==> run_1/cell_classes.png <==
Bar = 20 um.
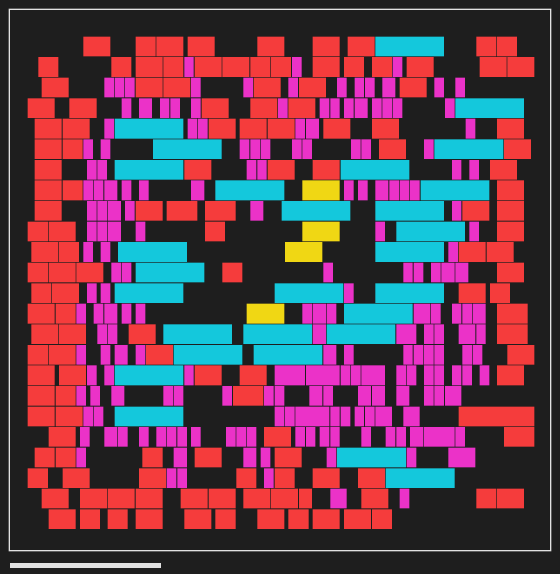
==> run_1/gate_families.png <==
Bar = 20 um.
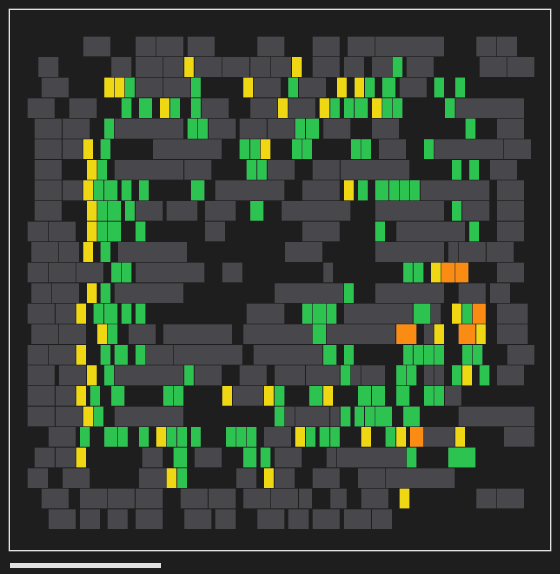
==> run_1/pdn.png <==
Pins as bars on the die edge. Tap cells in grey.
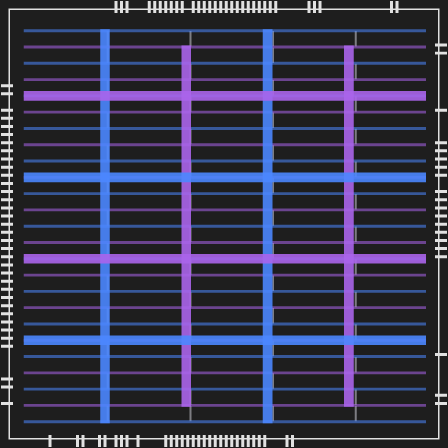
==> run_1/final_clocks.png <==
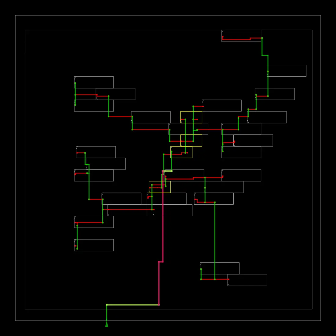
**src/rtl/mem_stage_ctrl.sv**
```systemverilog
// mem_stage_ctrl: memory-stage sequencer driving a req/ack data memory, plus the MEM/WB register.
// Misaligned accesses and memory timeouts become a sticky error and a terminal halt.
module mem_stage_ctrl #(
  parameter int TIMEOUT = 15,
  parameter int CNT_W   = 4
) (
  input  logic        clk,
  input  logic        rst,
  input  logic [15:0] AddrIn,
  input  logic [15:0] WrDataIn,
  input  logic [2:0]  WriteRegAddrIn,
  input  logic        MemEnableIn,
  input  logic        MemWrIn,
  input  logic        HaltIn,
  input  logic        Val2RegIn,
  input  logic        RegWriteIn,
  output logic        mem_req,
  output logic        mem_wr,
  output logic [15:0] mem_addr,
  output logic [15:0] mem_wdata,
  input  logic [15:0] mem_rdata,
  input  logic        mem_ack,
  output logic        stall,
  output logic [15:0] WbDataOut,
  output logic [2:0]  WriteRegAddrOut,
  output logic        RegWriteOut,
  output logic        HaltOut,
  output logic        err
);
  typedef enum logic [1:0] {IDLE, WAIT, HALTED} state_t;
  state_t           state_q;
  logic [CNT_W-1:0] cnt_q;
  logic [15:0]      wb_q;
  logic [2:0]       wra_q;
  logic             rw_q, halt_q, err_q;
  logic             go, timeout;
  assign go        = state_q == IDLE & MemEnableIn & ~AddrIn[0];
  assign timeout   = cnt_q == CNT_W'(TIMEOUT - 1);
  // Gated by reset so an access in flight is dropped the moment reset asserts
  assign mem_req   = rst & (go | state_q == WAIT);
  assign mem_wr    = mem_req & MemWrIn;
  assign stall     = rst & (go | state_q == HALTED | (state_q == WAIT & ~mem_ack));
  assign mem_addr  = AddrIn;
  assign mem_wdata = WrDataIn;
  assign WbDataOut       = wb_q;
  assign WriteRegAddrOut = wra_q;
  assign RegWriteOut     = rw_q;
  assign HaltOut         = halt_q;
  assign err             = err_q;
  always_ff @(posedge clk or negedge rst) begin
    if (!rst) begin
      state_q <= IDLE;
      cnt_q   <= '0;
      wb_q    <= '0;
      wra_q   <= '0;
      rw_q    <= 1'b0;
      halt_q  <= 1'b0;
      err_q   <= 1'b0;
    end else begin
      case (state_q)
        IDLE: begin
          if (!MemEnableIn) begin
            wb_q    <= AddrIn;
            wra_q   <= WriteRegAddrIn;
            rw_q    <= RegWriteIn;
            halt_q  <= HaltIn;
            state_q <= HaltIn ? HALTED : IDLE;
          end else if (AddrIn[0]) begin
            err_q   <= 1'b1;
            halt_q  <= 1'b1;
            rw_q    <= 1'b0;
            state_q <= HALTED;
          end else begin
            rw_q    <= 1'b0;
            halt_q  <= 1'b0;
            cnt_q   <= '0;
            state_q <= WAIT;
          end
        end
        WAIT: begin
          if (mem_ack) begin
            wb_q    <= Val2RegIn ? mem_rdata : AddrIn;
            wra_q   <= WriteRegAddrIn;
            rw_q    <= RegWriteIn;
            halt_q  <= HaltIn;
            state_q <= HaltIn ? HALTED : IDLE;
          end else if (timeout) begin
            err_q   <= 1'b1;
            halt_q  <= 1'b1;
            rw_q    <= 1'b0;
            state_q <= HALTED;
          end else begin
            cnt_q   <= cnt_q + 1'b1;
            rw_q    <= 1'b0;
            halt_q  <= 1'b0;
          end
        end
        HALTED: state_q <= HALTED;
        default: state_q <= IDLE;
      endcase
    end
  end
endmodule

```
**config.mk**
```make
export PLATFORM = sky130hd
export DESIGN_NAME = mem_stage_ctrl
export DESIGN_NICKNAME = d
export VERILOG_FILES = /design/src/rtl/mem_stage_ctrl.sv
export SDC_FILE = /design/constraint.sdc
export NUM_CORES = 1
export LEC_CHECK = 0
export ABC_AREA = 1
export ABC_CLOCK_PERIOD_IN_PS = 3000
export CAP_MARGIN = 5
export CORE_MARGIN = 2
export CORE_UTILIZATION = 40
export DETAILED_ROUTE_END_ITERATION = 8
export GPL_TIMING_DRIVEN = 0
export PLACE_DENSITY = 0.87
export SYNTH_ARGS = -nofsm -noshare
export SYNTH_HDL_FRONTEND = slang
export SYNTH_SLANG_ARGS = --single-unit
```
**constraint.sdc**
```tcl
create_clock -name clk -period 3 [get_ports clk]
set_input_delay 0.75 -clock clk [delete_from_list [all_inputs] [get_ports clk]]
set_output_delay 0.75 -clock clk [all_outputs]
set_load 0.05 [all_outputs]
```
==> impl_metrics.csv, run 1 <==
group,metric,value,unit
cts,clk_transition_reported_paths,0.09,ns
power_and_ir_drop,cellInternalPower,0.00111,W
yosys,yosys.stat.chipArea,1820,um^2
placement,hpwlAfterDp,3650,um
floorplanning,floorplanUtilization,0.415,
global_routing,overflow,0,
yosys,synth_top_area_share,0.385,
finish,share_of_post_route_cells_with_drive_strength_above_1,0.150,
route,routedWlPerCell,10.9,um
power_and_ir_drop,total_switching_power,0.00108,W
cts,cts_buffers,3,
finish,nNetsFinal,428,
global_routing,first_global_vias,1714,
outcome,outcome,"complete, no violations",
cts,cts-root-buf,"clkbuf_8",
run,warning_count,27,
yosys,synth_cells,262,
yosys,post_synth_most_frequent_cells,"104 x nand2_1, 40 x inv_1, 34 x buf_4",
sta,timing.final.crit_period,2.91,ns
route,detailed_route_via_count,1824,
route,detailedRoute.firstPassIterationCount,4,
yosys,synthFlopType,"dfrtp_1",
route,post-route-drc-count,0,
worst_setup_path,timing.critical_path.from,"AddrIn[0]",
Back to the opening pictures, cell_classes.png:
- red: other buffers and delay cells (cells 137)
- yellow: clock drivers and dummy loads (cells 4)
- magenta: all other logic (cells 197)
- cyan: flops (cells 28)
post-route cell area: 2960 um^2
number of placement rows: 24
Finished Core Util: 0.676
register fraction of the total cell area: 0.236
core region area: 4380 um^2

Back to the opening pictures, gate_families.png:
- orange: inverting AOI/OAI gates (cells 6; most used a21oi_1; where middle right)
- yellow: inverters (cells 43; most used inv_1; where all over the die)
- green: NAND gates (cells 131; most used nand2_1; where all over the die)
non-filler instance count after layout: 418
most frequent standard cell in the layout excluding fill and tap cells: nand2_1

Back to the opening pictures, pdn.png:
- purple: VDD
- blue: VSS
- met5 straps: 4
- signal pins: 116
- met4 straps: 4
- rows: 24
Worst VDD drop: 0.337 mV
Die Y: 71.5 um

Back to the opening pictures, final_clocks.png:
clk sink count: 28
number of clock buffer instances in the layout: 4

## run 1: area by class of cell
cell class / count / area, um^2 / area share
timing repair buffer: 100 / 1020 / 0.343
sequential: 28 / 701 / 0.236
multi-input combinational: 154 / 674 / 0.228
buffer: 37 / 289 / 0.0976
inverter: 43 / 161 / 0.0545
tap: 52 / 65.1 / 0.0220
clock buffer: 4 / 55.1 / 0.0186
## run 1: registers in the layout, summed over array words and instances (netlist names)
name,count
HaltOut,1
RegWriteOut,1
cnt_q,4
err,1
WbDataOut,16
state_q,2
WriteRegAddrOut,3
## run 1: worst max-delay path, cell delays in order
cell and delay, ns:
clkdlybuf4s50_1 0.51, buf_4 0.12, clkdlybuf4s50_1 0.78
## run 1: what timing repair did
item,CTS,global route
hold buffers,0,0
endpoints found under the hold margin,0,0
setup endpoints to repair,3,1
resized,14,2
pin swaps,0,0
buffers inserted,0,0
## run 1: cell usage in the layout (no fill, tap or decap), drive strengths merged
cell type and count:
buf 39, a21oi 3, a31oi 1, nand3 24, clkbuf 4, xnor2 1, dfrtp 28, a21boi 1
clkdlybuf4s50 95, clkdlybuf4s15 3, nor2 13, and3 1, ha 2, nand2 106, o21ai 1, nand4 1
inv 43
## run 1: power by group through the flow
| stage | combinational (W) | sequential [W] | clock (W) |
|---|---|---|---|
| 2_1_floorplan | 0.000430 | 0.00108 | 0 |
| 3_3_place_gp | 0.00134 | 0.000616 | 0 |
| 3_5_place_dp | 0.00136 | 0.000625 | 0 |
| 4_1_cts | 0.00137 | 0.000618 | 0.000234 |
| 5_1_grt | 0.00143 | 0.000636 | 0.000247 |
| 6_report | 0.00135 | 0.000619 | 0.000225 |
## run 1: cells by family (layout without fill, tap and decap cells)
family	after synthesis	in the layout	share of synthesized area
buffers and inverters	80	184	0.247
AOI/OAI and AO/OA	6	6	0.0186
and+or+nand+nor	145	145	0.331
DFF	28	28	0.385
adders and majority gates	2	2	0.0137
xor gates and xnor gates	1	1	0.00481
## run 1: per-layer routing
layer  wire length (um)  share of wire  up-vias  global-route usage
met5                  0              0        -                   0
met4                 32         0.0071        0              0.0461
met3                338          0.074        2              0.0323
met2               2410           0.53       69               0.330
met1               1760           0.39      800               0.209
li1                   -              -      953                   -
## run 1: worst min-delay path by stage
stage,from,endpoint,slack [ns]
floorplan,rst,HaltOut,0.45
global placement,WriteRegAddrOut[0],WriteRegAddrOut[0],0.45
detailed placement,err,err,0.45
CTS,rst,err,0.49
global route,rst,err,0.50
finish,err,err,0.48
## run 1: per-stage QoR
step	worst slack (ns)	hold slack, ns	cell area, um^2	cells	total power [W]
CTS	0.0987	0.489	2970	418	0.00222
global route	0.0267	0.501	2960	418	0.00231
global placement	-1.07	0.452	2880	413	0.00196
detailed placement	-0.706	0.455	2900	414	0.00199
finish	0.0902	0.475	2960	418	0.00220
floorplan	0.403	0.454	1820	262	0.00151
==> run 2: changes to the inputs <==
==> constraint.sdc (replaced) <==
create_clock -name clk -period 3 [get_ports clk]
set_input_delay 0.3 -clock clk [delete_from_list [all_inputs] [get_ports clk]]
set_output_delay 0.3 -clock clk [all_outputs]
set_load 0.05 [all_outputs]
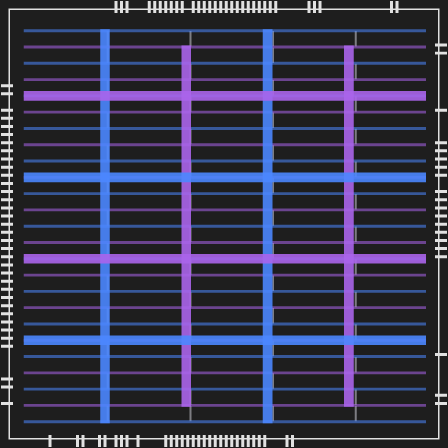
(run_2/pdn.png)
Pins as bars on the die edge. Tap cells in grey.
- purple: VDD
- blue: VSS
- signal pins: 116
- rows: 24
Worst VDD drop: 0.338 mV
die outline width: 71.5 um

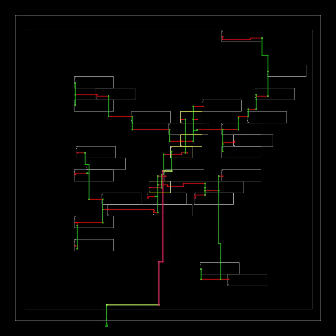
(run_2/final_clocks.png)
count of sequential standard cells: 28
latest clock arrival within the worst-skew pair: 0.26 ns
Clock net power: 0.000226 W
total clock buffers created by CTS: 3
setup clock skew after layout: 0.00175 ns

==> impl_metrics.csv, run 2 <==
group,metric,value,unit
placement,placed_cells,414,
yosys,synth_cells,262,
cts,clock_sink_count,28,
worst_setup_path,slowest_stage,"clkdlybuf4s50_1",
cts,cts.repair.resized,0,
yosys,synth_top_area_share,0.385,
route,detailed_route_via_count,1815,
finish,nNetsFinal,428,
finish,finalNonFillerCells,418,
finish,post-route-util,0.675,
worst_setup_path,timing.critical_path.from,"rst",
worst_setup_path,critical-path-top-delay-family,"buffers and inverters",
worst_setup_path,cp_num_buf_inv,4,
worst_setup_path,worst_path_largest_cell_delay,0.91,ns
finish,final_layout_top_logic_cell,"nand2_1",
yosys,synth.mux.area_fraction,0,
outcome,outcome,"complete, no violations",
floorplanning,floorplanUtilization,0.415,
global_routing,first_global_vias,1707,
yosys,ys_sh_adder,0.0137,
yosys,yosys-dominant-comb-family,"simple AND/OR/NAND/NOR gates",
power_and_ir_drop,total_switching_power,0.00108,W
run 2: final timing paths:
path / end / slack [ns] / cells past startpoint
worst max-delay path: stall / 0.24 / 5
worst min-delay path: err / 0.44 / 1
worst max register to register: WbDataOut[15] / 1.50 / 7
worst min register to register: err / 0.47 / 2
max in group asynchronous: WbDataOut[12] / 2.04 / 2
min in group clk: err / 0.47 / 2
run 2: cells by family after synthesis:
group,count (synthesis)
AND-OR/OR-AND,6
buffers and inverters,80
flip-flops,28
adder cells (fa/ha/maj),2
XOR/XNOR,1
AND/OR/NAND/NOR,145
run 2: power groups by stage:
stage | clock network, W | registers [W] | logic [W]
global route | 0.000247 | 0.000636 | 0.00143
floorplan | 0 | 0.00108 | 0.000430
finish | 0.000226 | 0.000618 | 0.00135
CTS | 0.000234 | 0.000618 | 0.00137
detailed placement | 0 | 0.000625 | 0.00136
global placement | 0 | 0.000616 | 0.00134
run 2: metrics by stage:
step | setup WS [ns] | TNS [ns] | instance area [um^2] | hold slack (ns) | power, W
after global placement | -0.174 | -0.449 | 2880 | 0.452 | 0.00196
after detailed placement | 0.194 | 0 | 2900 | 0.455 | 0.00199
after CTS | 0.177 | 0 | 2960 | 0.466 | 0.00222
final | 0.240 | 0 | 2960 | 0.442 | 0.00220
after floorplan | 1.05 | 0 | 1820 | 0.00441 | 0.00151
after global routing | 0.0341 | 0 | 2960 | 0.494 | 0.00231
run 2: area by class of cell:
cell class,instances,share of cell area
tap,52,0.0220
buffer,37,0.0977
timing repair buffer,100,0.344
clock buffer,4,0.0186
multi-input combinational,154,0.226
sequential,28,0.237
inverter,43,0.0545
run 2: layer usage:
metal	routed length (um)	GRT usage
met1	1780	0.209
met3	317	0.0323
met5	0	0
met2	2390	0.325
met4	32	0.0461
==> run 3: changes to the inputs <==
CAP_MARGIN = 40   (was 5)
GPL_ROUTABILITY_DRIVEN = 0   (was not set)
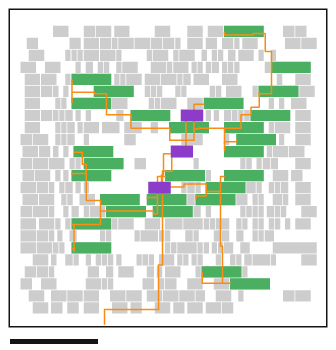
(run_3/clock_map.png)
Bar = 20 um.
- purple: cells driving clock nets (count 3)
- orange: clock wires (length 316 um)
- green: flip-flops (count 28)
- routed clock nets: 4
clock network fraction of total power: 0.103

==> impl_metrics.csv, run 3 <==
group,metric,value,unit
outcome,outcome,"complete, no violations",
finish,number_of_filler_instances_in_the_final_layout,393,
global_routing,grt.met3_usage,0.0323,
route,detailed_route_via_count,1815,
finish,nNetsFinal,428,
route,routedWlPerCell,10.8,um
worst_setup_path,critPathMostFrequentCell,"clkdlybuf4s50_1",
floorplanning,num_rows,24,
yosys,synthFlopType,"dfrtp_1",
global_routing,overflow,0,
power_and_ir_drop,vdd_ir_drop_max,0.338,mV
finish,post-route-cell-area,2960,um^2
placement,hpwlAfterDp,3650,um
global_routing,gr_met1_demand_resource,0.209,
finish,number_of_flip_flops_in_the_largest_register,16,
global_routing,largest_net_degree_at_the_start_of_global_routing,19,
yosys,yosys.stat.chipArea,1820,um^2
worst_setup_path,crit_chain,"clkdlybuf4s50_1 -> buf_16 -> inv_1 -> a31oi_1 -> clkdlybuf4s50_1",
finish,share_of_post_route_cells_with_drive_strength_above_1,0.137,
worst_setup_path,worst_path_largest_cell_delay,0.91,ns
global_routing,grt.met2_usage,0.325,
sta,clock-skew-final,0.00175,ns
global_routing,initial_antenna_violation_count,0,
power_and_ir_drop,finalPower,0.00220,W
finish,final_layout_top_logic_cell,"nand2_1",
finish,finalNonFillerCells,418,
route,post-route-drc-count,0,
sta,timing.final.crit_period,2.76,ns
yosys,synth_cells,262,
sta,final_setup_tns,0,ns
floorplanning,floorplanUtilization,0.415,
cts,clock_sink_count,28,
worst_setup_path,slowest_stage,"clkdlybuf4s50_1",
placement,placed_cells,414,
yosys,post_synth_most_frequent_cells,"104 x nand2_1, 40 x inv_1, 34 x buf_4",
route,detailedRoute.firstPassIterationCount,4,
cts,cts_buffers,3,
cts,ctsHoldBuffers,0,
worst_setup_path,critical-path-top-delay-family,"buffers and inverters",
worst_setup_path,worst_setup_path_start_kind,"input pin",
cts,cts-root-buf,"clkbuf_8",
floorplanning,design.core.area,4380,um^2
floorplanning,chipWidth,71.5,um
cts,clk_transition_reported_paths,0.09,ns
worst_setup_path,cp_num_buf_inv,4,
placement,post_dp_cell_area,2900,um^2
sta,hold_slack,0.442,ns
run,warning_count,27,
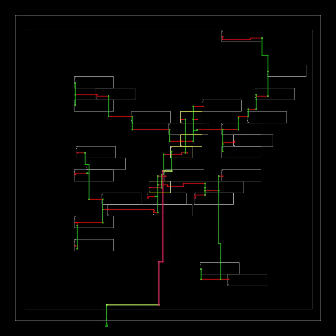
(run_3/final_clocks.png)

[run 3: cell counts in the layout (fill, tap and decap cells not counted)]
Identical to the previous run, type by type.
[run 3: metrics by stage]
stage | worst slack (ns) | util
floorplan | 1.05 | -
global route | 0.0341 | 0.675
CTS | 0.177 | 0.675
finish | 0.240 | 0.675
detailed placement | 0.194 | 0.662
global placement | -0.174 | 0.656
[run 3: per-layer routing]
layer / part of all wire / vias up / wire (um)
met3: 0.070 / 2 / 317
met5: 0 / - / 0
met1: 0.39 / 802 / 1780
li1: - / 952 / -
met2: 0.53 / 59 / 2390
met4: 0.0071 / 0 / 32
[run 3: cells by family after synthesis]
family          Yosys count  synth area share
simple gates            145             0.331
buf+inv                  80             0.247
flops                    28             0.385
compound gates            6            0.0186
fa+ha+maj                 2            0.0137
xor+xnor                  1           0.00481
[run 3: worst paths after layout]
kind | slack (ns) | startpoint | depth (start not counted) | endpoint
max | 0.24 | rst | 5 | stall
min | 0.44 | rst | 1 | err
max reg2reg | 1.50 | state_q[1] | 7 | WbDataOut[15]
min reg2reg | 0.47 | err | 2 | err
max in group asynchronous | 2.04 | rst | 2 | WbDataOut[12]
min in group clk | 0.47 | err | 2 | err
[run 3: layout make-up]
cell class,count,area [um^2],area share
tap,52,65.1,0.0220
multi-input combinational,154,669,0.226
clock buffer,4,55.1,0.0186
sequential,28,701,0.237
buffer,37,289,0.0977
inverter,43,161,0.0545
timing repair buffer,100,1020,0.344
[run 3: power breakdown]
part / internal (W) / leakage [nW] / total, W / switching (W)
Sequential: 0.000522 / 0.350 / 0.000618 / 0.0000962
Clock: 0.000117 / 0.0288 / 0.000226 / 0.000109
Combinational: 0.000474 / 1.19 / 0.00135 / 0.000879
Power figures rest on the tool's default switching activity, not on a simulated workload.
